--- config.mk ---
export PLATFORM = sky130hd
export DESIGN_NAME = abs_dtc
export DESIGN_NICKNAME = d
export VERILOG_FILES = /design/src/rtl/abs_dtc.sv
export SDC_FILE = /design/constraint.sdc
export NUM_CORES = 1
export LEC_CHECK = 0
export ABC_AREA = 0
export CAP_MARGIN = 10
export CORE_MARGIN = 3
export CORE_UTILIZATION = 32
export DETAILED_ROUTE_END_ITERATION = 8
export PLACE_DENSITY = 0.67
export RECOVER_POWER = 50
export SETUP_SLACK_MARGIN = 0.1
export SYNTH_ARGS = -nofsm -noshare
export SYNTH_HDL_FRONTEND = slang
export SYNTH_SLANG_ARGS = --single-unit
--- constraint.sdc ---
create_clock -name clk -period 1.9 [get_ports clk]
set_clock_uncertainty 0.2 [all_clocks]
set_input_delay 0.19 -clock clk [delete_from_list [all_inputs] [get_ports clk]]
set_output_delay 0.19 -clock clk [all_outputs]
set_load 0.03 [all_outputs]
--- src/rtl/abs_dtc.sv ---
// -----------------------------------------------------------------------------
// abs_dtc
//   Sign/magnitude splitter in front of the digital-to-time converter.
//   A two's-complement code is split into its sign bit and its unsigned
//   magnitude. The DTC is driven with the magnitude, and the sign steers the
//   edge polarity downstream. With REG_OUT=1 the results are registered so they
//   line up with the DTC clock domain. With REG_OUT=0 they are combinational.
//
// Parameters
//   WIDTH    bit width of din and dtc_in_unsigned (>= 2)
//   REG_OUT  1: registered outputs (latency 1), 0: combinational (latency 0)
//
// Ports
//   clk              in   1      system clock, rising edge active
//   rst_n            in   1      asynchronous active-low reset
//   din_valid        in   1      din qualifier
//   din              in   WIDTH  signed two's-complement input code
//   dout_valid       out  1      qualifier for din_sign / dtc_in_unsigned
//   din_sign         out  1      1 when din is negative
//   dtc_in_unsigned  out  WIDTH  unsigned magnitude |din|
// -----------------------------------------------------------------------------
module abs_dtc #(
  parameter int WIDTH   = 8,
  parameter bit REG_OUT = 1'b1
) (
  input  logic             clk,
  input  logic             rst_n,
  input  logic             din_valid,
  input  logic [WIDTH-1:0] din,
  output logic             dout_valid,
  output logic             din_sign,
  output logic [WIDTH-1:0] dtc_in_unsigned
);

  localparam logic [WIDTH-1:0] ONE = {{(WIDTH-1){1'b0}}, 1'b1};

  logic             w_sign;
  logic [WIDTH-1:0] w_mag;

  // The negation is kept at WIDTH bits on purpose. The most negative code maps
  // onto itself, and that bit pattern read as unsigned is exactly 2^(WIDTH-1).
  // The full magnitude range therefore fits without an extra bit.
  assign w_sign = din[WIDTH-1];
  assign w_mag  = w_sign ? (~din + ONE) : din;

  if (REG_OUT) begin : g_reg
    logic             r_valid;
    logic             r_sign;
    logic [WIDTH-1:0] r_mag;

    // The data registers load only on valid samples. When din_valid is low they
    // keep their last value, so an idle or X-driven din cannot disturb the
    // outputs. The valid flag follows din_valid on every edge.
    always_ff @(posedge clk or negedge rst_n) begin
      if (!rst_n) begin
        r_valid <= 1'b0;
        r_sign  <= 1'b0;
        r_mag   <= '0;
      end else begin
        r_valid <= din_valid;
        if (din_valid) begin
          r_sign <= w_sign;
          r_mag  <= w_mag;
        end
      end
    end

    assign dout_valid      = r_valid;
    assign din_sign        = r_sign;
    assign dtc_in_unsigned = r_mag;
  end else begin : g_comb
    assign dout_valid      = din_valid;
    assign din_sign        = w_sign;
    assign dtc_in_unsigned = w_mag;
  end

endmodule

==> datasheet_impl.txt <==
Table: implementation figures

Parameter                              Value

Synth
  Distinct cell type count of the synthesized netlist    29
  Nets in the synthesized netlist    69
  Yosys top cell by area    sky130_fd_sc_hd__dfrtp_1
  Proportion of netlist area held by the largest area contributor    45.1%
  EDFF count, synth    0
  Post-synth area from yosys stat    554 µm²
  Top cells, area    sky130_fd_sc_hd__dfrtp_1 45%, sky130_fd_sc_hd__nor2b_1 5.6%, sky130_fd_sc_hd__mux2_1 4.1%, sky130_fd_sc_hd__nor2_1 3.4%, sky130_fd_sc_hd__a311oi_1 3.2%
  Post-synthesis mux area share    5.87%
  Yosys cell count    57
  Dominant cell by count in the synthesized netlist    sky130_fd_sc_hd__dfrtp_1
  Share of flip-flops with an asynchronous set or reset after synthesis    100%
  XOR/XNOR Fraction of Synth Area    3.16%
  Simple-gate area share of the yosys netlist    26.9%
  Top cells by instance count after synthesis    10 x sky130_fd_sc_hd__dfrtp_1, 5 x sky130_fd_sc_hd__nor2_1, 5 x sky130_fd_sc_hd__nor2b_1
  Number of instances in the synthesized netlist    57
  Yosys warning total    0
  Share of synthesized area occupied by flip-flops and latches    45.1%
  Post-Synth AOI/OAI Area    12.2%
  Leading register cell type out of synthesis    sky130_fd_sc_hd__dfrtp_1
  Post-Synthesis Cell Area    554 µm²
  Largest non-sequential cell family by area    simple AND/OR/NAND/NOR gates
  Post-Synth Adder-Cell Area    2.26%
  Flops after synth    10
  Syn Area/Cell    9.72 µm²

Clock tree
  TritonCTS Buffers    3
  Deepest clock path buffer count    2
  Buffer count from post-CTS setup fixing    0
  CTS root buf    sky130_fd_sc_hd__clkbuf_4
  Number of hold buffers added after CTS    0
  TritonCTS sink count    10
  TritonCTS clock tree    done
  Clock H-tree levels    1
  Number of resized instances in the post-cts repair step    0
  Clock latency at the later pin of the worst-skew pair    0.26 ns
  Clock slew seen by the registers of the worst setup and hold paths    0.06 ns

Worst setup path
  Cell family with the largest share of critical-path delay    buffers and inverters
  RR Endpoint    dtc_in_unsigned[6]
  Worst-case reg-to-reg path depth    3
  Crit path buffers/inverters    1
  Worst-path fanout max    2
  Critical Path End    dtc_in_unsigned[1]
  Crit Reg-Reg Startpoint    dtc_in_unsigned[6]
  Worst endpoint data arrival time    1.28 ns
  Cell with the largest stage delay on the worst path    sky130_fd_sc_hd__clkdlybuf4s50_1
  Data required time of the critical path    1.51 ns
  Logic depth of the worst setup path including buffers    1
  Ordered cell list for the critical path    clkdlybuf4s50_1
  Setup slack of the most critical reg-to-reg path    0.74 ns
  Path type of the worst setup path    reg -> out
  Highest cell delay on the worst timing path    0.67 ns
  Endpoint kind of the worst setup timing path    primary output
  Kind of start point of the critical path    flop
  Source of the critical timing path    dtc_in_unsigned[1]

Power and ir drop
  Net load switching power    172 µW
  Overall power    607 µW
  Clock network power share    30.4%
  Logic gate share of total power    29.5%
  Net switching fraction of the power    28.3%
  Leakage power    0.347 nW
  Sequential group share of total power    40.1%
  Internal Power    436 µW
  Worst vdd ir    539 µV
  Power density over the cells    734 nW/µm²

Final timing
  Clock period minus worst slack    1.67 ns
  Final-report setup violation count    0
  Final Max Slew Viols    0
  Final critical-path share of the clock period    87.7%
  Post-route worst hold slack    0.115 ns
  Fin worst setup slack    0.234 ns
  Tightest Pin Transition    0.463 ns
  Setup repair after global routing missed its margin    no
  Final Hold Violating Endpoints    0
  Rel. slew slack    69.1%
  Final sum of negative setup slack    0 ns
  Maximum operating frequency    0.600 GHz

Routing
  Ratio of routed vias to standard cells    4.89
  Post-Route WL    1130 µm
  WL met1    515 µm
  Number of DRC markers in iteration 0    8
  Average routed wire per standard cell    11.4 µm
  Remaining design rule violation count    0
  Top routing layer in use    met3
  Routed met2 length    544 µm
  Antenna violation net count after detailed routing    0
  Total number of vias    484
  Drt pass-1 iters    3
  Routed length on met3    67 µm

Global route
  Via count of the first global-routing pass    452
  Total overflow reported by the global router    0
  Antenna violations before repair    0
  First-pass GRT wire length    1760 µm
  Overall routing resource usage    11.4%
  Pin count of the biggest net entering global routing    13

Outcome
  Result of the run    finished, final reports clean

Flow run
  Total number of warnings across the stage logs    26
  Number of maximum-capacitance violations    0

Floorplan
  Chip area    2270 µm²
  Init Core Util    35.2%
  Number of I/O pins    21

Cells and area
  Area of the multi-input gates    279 µm²
  Most frequent cells in the layout    18 x sky130_fd_sc_hd__clkdlybuf4s50_1, 10 x sky130_fd_sc_hd__dfrtp_1, 5 x sky130_fd_sc_hd__nor2_1, 5 x sky130_fd_sc_hd__nor2b_1
  Most frequent standard cell in the layout excluding fill and tap cells    sky130_fd_sc_hd__clkdlybuf4s50_1
  Final Instance Count excl. Fillers    99
  Seq. cell area    250 µm²
  Number of inserted filler cells in the final layout    152
  Layout cell share with drive strength beyond 1    12.0%
  Number of nets in the finished design    96
  Area Overhead vs Synth    49.2%
  Antenna fix cells    0

Placement
  RePlAce Congestion    0.782
  Setup slack after placement    0.00999 ns
  Post-placement cell count    95
  Placement-stage cell area    798 µm²
  HPWL after DPL    938 µm

Worst hold path
  Hold/Removal Path Class    in -> async
[power by group through the flow]
stage               sequential [mW]  combinational [mW]  clock (mW)
finish                        0.244               0.179       0.184
floorplan                     0.292              0.0502           0
detailed placement            0.248               0.184           0
global placement              0.247               0.183           0
global route                  0.247               0.193       0.202
CTS                           0.244               0.185       0.194
[routing by layer]
metal,vias up,global-route usage (%)
met5,-,0
met4,0,3.23
met3,0,6.77
met2,15,17.1
met1,217,13.9
li1,252,-
[cell type report]
type	instances	area share, %
multi-input combinational	41	33.7
clock buffer	4	4.39
sequential	10	30.3
tap	16	2.42
inverter	3	1.36
timing repair buffer	25	27.8
[registers in the layout (all words and copies together), names as in the netlist]
signal / cells
dout_valid: 1
dtc_in_unsigned: 8
din_sign: 1
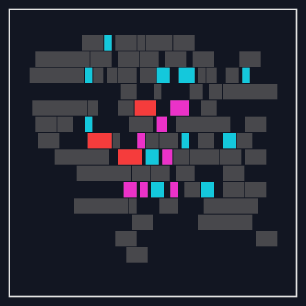
Figure 1: gate families picked out.
(6 px per µm)
legend:
  cyan:
    family: nor cells
    cells: 11
  red:
    family: mux cells
    cells: 3
    most_used: mux2_1
  magenta:
    family: nand cells
    cells: 7
    most_used: nand2_1
    where: middle

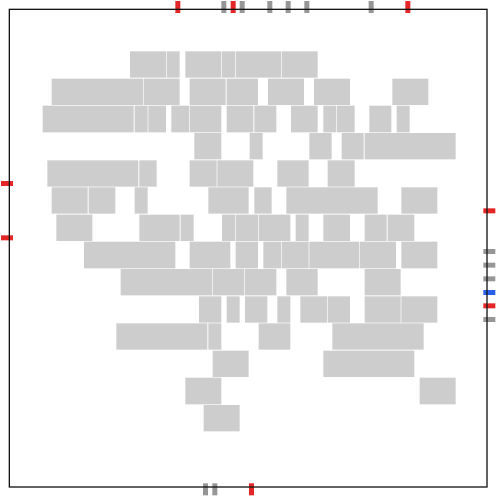
Figure 2: pin placement.
(10 px per µm) Pins as bars across the die edge, other pins in gray.
legend:
  blue:
    port: `dout_valid`
    pins: 1
    direction: output
    edge: right
  red:
    port: `dtc_in_unsigned`
    pins: 8
    direction: output
    edge: 3 top, 2 left, 2 right, 1 bottom
PortBufs: 20
Die X: 47.6 µm

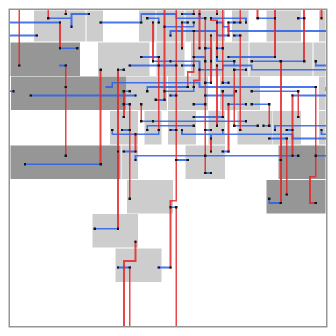
Figure 3: a small window of the routed layout.
Window x 11 to 36, y 2 to 27 µm. Cells in gray, sequential cells in the stronger gray; small squares are vias.
legend:
  cyan:
    layer: metal 3
  blue:
    layer: metal 1
  red:
    layer: metal 2
most frequent: dfrtp_1 (4)
cells with their middle in the window: 30
netlist names of flops here include: `dtc_in_unsigned` (3), `din_sign` (1)
sequential cells in the window: 4

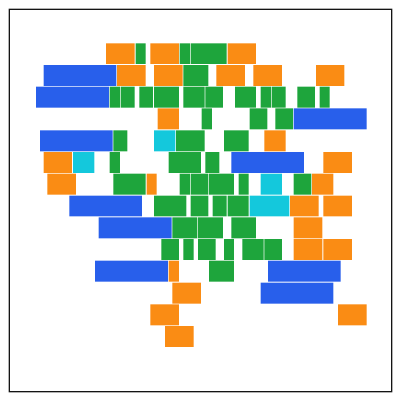
Figure 4: placement by cell class.
(8 px per µm)
legend:
  orange:
    class: remaining buffers and delay cells
    cells: 25
    share_of_their_area: 29%
  cyan:
    class: clock drivers and dummy loads
    cells: 4
    share_of_their_area: 4.5%
  blue:
    class: sequential cells
    cells: 10
    share_of_their_area: 31%
  green:
    class: combinational and other logic
    cells: 44
    share_of_their_area: 36%
total number of placement rows: 14
post-layout instance area: 827 µm²
area of the placeable core: 1580 µm²
end-of-flow core utilization: 52.5%
proportion of cell area occupied by registers: 30.3%

No activity file was given, so power comes from the tool's default toggle rates.
